## src/rtl/draw_rect.sv

```systemverilog
// Two-stage rectangle overlay: stage 1 decides hits and addresses the image ROM,
// stage 2 composites the ROM word over the background with the delayed timing.
module draw_rect #(
  parameter int          RECT_WIDTH      = 64,
  parameter int          RECT_HEIGHT     = 64,
  parameter logic [11:0] TRANSPARENT_KEY = 12'h0F0
) (
  input  logic        clk,
  input  logic        rst,
  input  logic [11:0] xpos,
  input  logic [11:0] ypos,
  input  logic [10:0] hcount_in,
  input  logic [10:0] vcount_in,
  input  logic        hsync_in,
  input  logic        hblnk_in,
  input  logic        vsync_in,
  input  logic        vblnk_in,
  input  logic [11:0] rgb_in,
  input  logic [11:0] rgb_pixel,
  output logic [11:0] pixel_addr,
  output logic [10:0] hcount_out,
  output logic [10:0] vcount_out,
  output logic        hsync_out,
  output logic        hblnk_out,
  output logic        vsync_out,
  output logic        vblnk_out,
  output logic [11:0] rgb_out
);

  typedef struct packed {
    logic [10:0] hcount;
    logic [10:0] vcount;
    logic        hsync;
    logic        hblnk;
    logic        vsync;
    logic        vblnk;
    logic [11:0] rgb;
    logic        in_rect;
  } stage_t;

  logic [11:0] x_l_q, x_l_d, y_l_q, y_l_d;
  logic        vblnk_prev_q;
  logic [11:0] pixel_addr_q, pixel_addr_d;
  stage_t      s1_q, s1_d, s2_q;

  logic [12:0] h13, v13, x13, y13;
  logic        in_rect;
  logic [5:0]  col, row;

  // 13-bit compare so a corner near 4095 extends past the screen instead of wrapping
  always_comb begin
    h13     = {2'b00, hcount_in};
    v13     = {2'b00, vcount_in};
    x13     = {1'b0, x_l_q};
    y13     = {1'b0, y_l_q};
    in_rect = (h13 >= x13) && (h13 < x13 + 13'(RECT_WIDTH)) &&
              (v13 >= y13) && (v13 < y13 + 13'(RECT_HEIGHT));
    col     = hcount_in[5:0] - x_l_q[5:0];
    row     = vcount_in[5:0] - y_l_q[5:0];
    pixel_addr_d = in_rect ? {row, col} : '0;

    s1_d.hcount  = hcount_in;
    s1_d.vcount  = vcount_in;
    s1_d.hsync   = hsync_in;
    s1_d.hblnk   = hblnk_in;
    s1_d.vsync   = vsync_in;
    s1_d.vblnk   = vblnk_in;
    s1_d.rgb     = rgb_in;
    s1_d.in_rect = in_rect;

    x_l_d = x_l_q;
    y_l_d = y_l_q;
    if (vblnk_in && !vblnk_prev_q) begin
      x_l_d = xpos;
      y_l_d = ypos;
    end
  end

  always_ff @(posedge clk) begin
    if (!rst) begin
      x_l_q        <= '0;
      y_l_q        <= '0;
      vblnk_prev_q <= 1'b0;
      pixel_addr_q <= '0;
      s1_q         <= '0;
      s2_q         <= '0;
    end else begin
      x_l_q        <= x_l_d;
      y_l_q        <= y_l_d;
      vblnk_prev_q <= vblnk_in;
      pixel_addr_q <= pixel_addr_d;
      s1_q         <= s1_d;
      s2_q         <= s1_q;
    end
  end

  // ROM word arrives during the second stage, so the final mux is combinational
  always_comb begin
    rgb_out = s2_q.rgb;
    if (s2_q.hblnk || s2_q.vblnk)
      rgb_out = '0;
    else if (s2_q.in_rect && (rgb_pixel != TRANSPARENT_KEY))
      rgb_out = rgb_pixel;
  end

  assign pixel_addr = pixel_addr_q;
  assign hcount_out = s2_q.hcount;
  assign vcount_out = s2_q.vcount;
  assign hsync_out  = s2_q.hsync;
  assign hblnk_out  = s2_q.hblnk;
  assign vsync_out  = s2_q.vsync;
  assign vblnk_out  = s2_q.vblnk;

endmodule

```

## config.mk

```make
export PLATFORM = sky130hd
export DESIGN_NAME = draw_rect
export DESIGN_NICKNAME = d
export VERILOG_FILES = /design/src/rtl/draw_rect.sv
export SDC_FILE = /design/constraint.sdc
export NUM_CORES = 1
export LEC_CHECK = 0
export CORE_ASPECT_RATIO = 0.6
export CORE_MARGIN = 4
export CORE_UTILIZATION = 32
export DETAILED_ROUTE_END_ITERATION = 8
export PLACE_DENSITY = 0.55
export SLEW_MARGIN = 20
export SYNTH_ARGS = -nofsm -noshare
export SYNTH_HDL_FRONTEND = slang
export SYNTH_SLANG_ARGS = --single-unit
```

## constraint.sdc

```tcl
create_clock -name clk -period 4.1 [get_ports clk]
set_clock_uncertainty 0.2 [all_clocks]
set_input_delay 1.025 -clock clk [delete_from_list [all_inputs] [get_ports clk]]
set_output_delay 1.025 -clock clk [all_outputs]
set_load 0.01 [all_outputs]
```

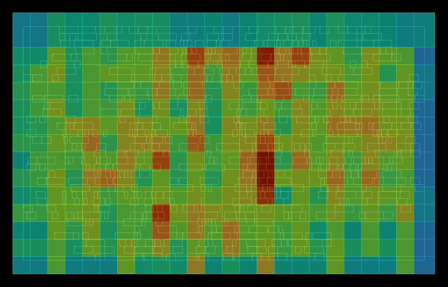
(images/congestion.png)
GRT busiest layer: met2
GR Layer Usage met2: 0.211
GRT met1 Usage: 0.184

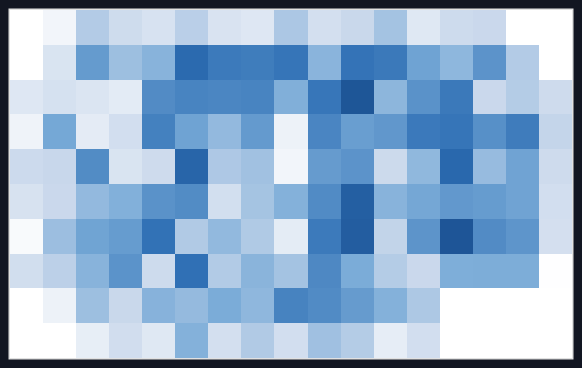
(images/cell_density.png)
The die is cut into 17 by 10 equal tiles; white is low, dark blue is high, 0 to 100% covered.
nearly empty tiles = 10%
emptiest ninth of the die = bottom right
tiles over 75% full = 4.1%
fullest tile = 85%
mean over tiles = 38%

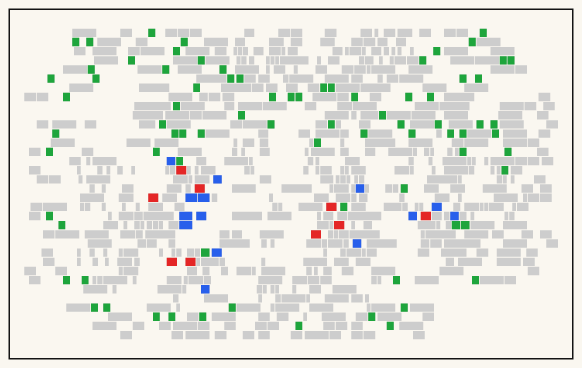
(images/logic_types.png)
green -> and/or cells  # cells 79, where widely spread
blue -> non-inverting ao/oa cells  # cells 14
red -> xor and xnor cells  # cells 9

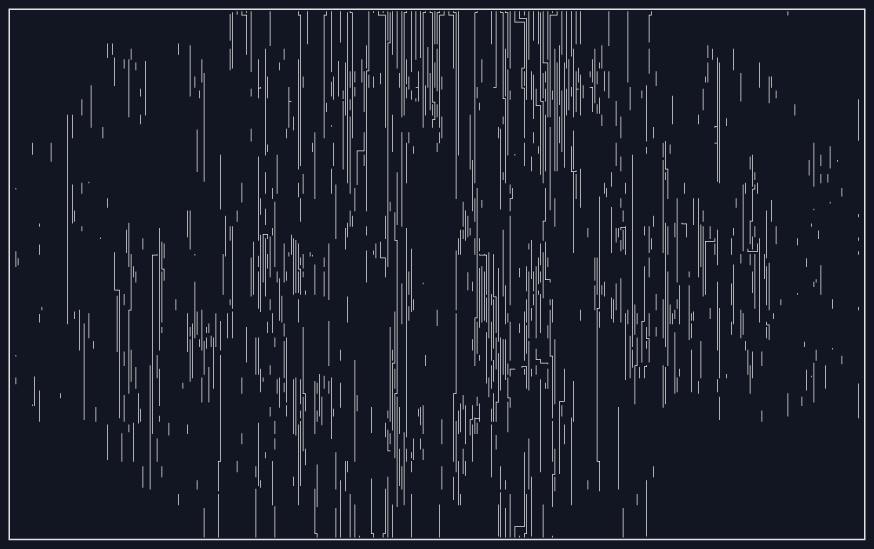
(images/layer_met2.png)
longest straight run = 43.7 um
share of all routed wire = 44%

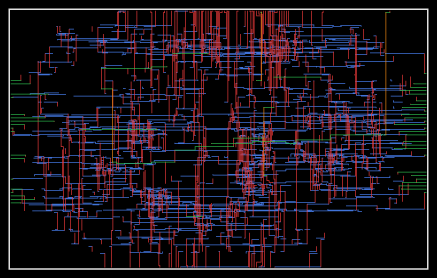
(images/wires.png)
red -> metal 2  # wire length 5180 um
blue -> metal 1  # wire length 5810 um
green -> metal 3  # wire length 537 um
orange -> metal 4  # wire length 133 um

==> out/metrics.cfg <==
[run_status]
run_status=finished clean

[route]
first_pass_iters=4
drcViolationCount=0
vias_per_cell=4.36
wl_per_cell_um=14.1

[critical_path]
cp_slowest_cell=clkdlybuf4s50_1
cpPeakStageDelay_ns=0.45
cp-start-kind=primary input
arrival_ns=2.70

[global_route]
grt_max_degree=74
gr-usage-all-layers=0.138
antenna_found_initial=0

[power_and_ir_drop]
irDropWorstVdd_mv=0.234
power.density_nw_per_um2=443

[logic_synthesis]
numSynthFlops=114
avgSynthCellArea_um2=9.49
synth_seq_share=0.471
async_flop_share=0
edf_count=0
fp_nets=623

[die]
die_area_um2=17200

[sta]
worstMarginPinSlew_ns=0.549
rsz0062_at_grt=false
fin_hold_ws_ns=0.221

[run]
maxCapViolations=0

[clock_tree]
cts_tree=built
path_clk_slew_ns=0.06

[placed_design]
place_congestion=0.802

[cells_and_area]
syn_to_final_growth_pct=39.7

-- Yosys cell counts (all sizes together) (2+ instances only) --
library cell / instances / share of area
and2: 73 / 0.094
a21oi: 39 / 0.040
mux2i: 5 / 0.010
o21a: 4 / 0.0062
buf: 29 / 0.042
or2: 2 / 0.0026
a21o: 3 / 0.0046
nand2: 71 / 0.055
o21ai: 10 / 0.010
ha: 34 / 0.088
nor3: 9 / 0.019
nor4b: 3 / 0.0054
nor2: 15 / 0.012
nor4: 2 / 0.0057
nor2b: 4 / 0.0052
dfxtp: 114 / 0.47
fa: 2 / 0.0083
xnor2: 9 / 0.016
inv: 31 / 0.024
a2111oi: 3 / 0.012
o31a: 2 / 0.0036
a211oi: 2 / 0.0031
and2b: 3 / 0.0046
clkbuf: 15 / 0.012
nand3: 6 / 0.0083
nand4: 2 / 0.0026
nand2b: 4 / 0.0052
-- routing by layer --
metal  part of all wire  GRT usage  vias to the layer above  routed length, um
li1                   -          -                     1877                  -
met1               0.50      0.184                     1659               5810
met2               0.44      0.211                       70               5180
met3              0.046     0.0471                        9                537
met4              0.011     0.0453                        0                132
met5                  0          0                        -                  0
-- kinds of logic after synthesis --
family,after synthesis,share of synthesized area
flops,114,0.471
mux,6,0.0126
compound gates,74,0.102
fa+ha+maj,36,0.0960
xor+xnor,9,0.0163
buf+inv,75,0.0779
simple gates,197,0.224
-- cell type report --
cell class | count | area share
Tap cell | 198 | 0.0366
Multi-Input combinational cell | 322 | 0.327
Timing Repair Buffer | 133 | 0.195
Clock inverter | 14 | 0.0229
Inverter | 31 | 0.0172
Clock buffer | 18 | 0.0648
Sequential cell | 114 | 0.337
-- repair_timing --
item / CTS / global route
resized: 10 / 5
pin swaps: 1 / 1
endpoints found under the setup margin: 12 / 4
gates cloned: 0 / 0
-- power breakdown --
part	switching (mW)	internal, mW
sequential	0.0222	1.16
clock	0.536	0.916
combinational	0.171	0.192
total	0.730	2.27
-- worst paths after layout --
path	cells after the start	startpoint	endpoint	slack [ns]
hold / removal	1	s1_q[28]	hcount_out[0]	0.22
setup / recovery	8	rgb_pixel[8]	rgb_out[7]	0.18
setup reg to reg	9	y_l_q[0]	pixel_addr[8]	1.20
hold reg to reg	1	s1_q[28]	hcount_out[0]	0.22
-- stage by stage --
| stage | util | area [um2] | total power, mW | std cells | setup TNS [ns] |
|---|---|---|---|---|---|
| 3_3_place_gp | 0.419 | 6160 | 1.57 | 798 | -1.35 |
| 4_1_cts | 0.460 | 6750 | 3.05 | 830 | 0 |
| 5_1_grt | 0.462 | 6770 | 3.15 | 830 | 0 |
| 3_5_place_dp | 0.419 | 6160 | 1.57 | 798 | -1.22 |
| 6_report | 0.462 | 6770 | 3.00 | 830 | 0 |
| 2_1_floorplan | - | 4850 | 1.41 | 511 | 0 |
-- flip-flops by register name (all words and copies together) (netlist names) --
name and flops:
pixel_addr 12, vsync_out 1, vcount_out 11, hsync_out 1, s2_q 13, hcount_out 11, y_l_q 12, hblnk_out 1
s1_q 39, vblnk_out 1, x_l_q 12
Power and IR drop assume default switching activity.
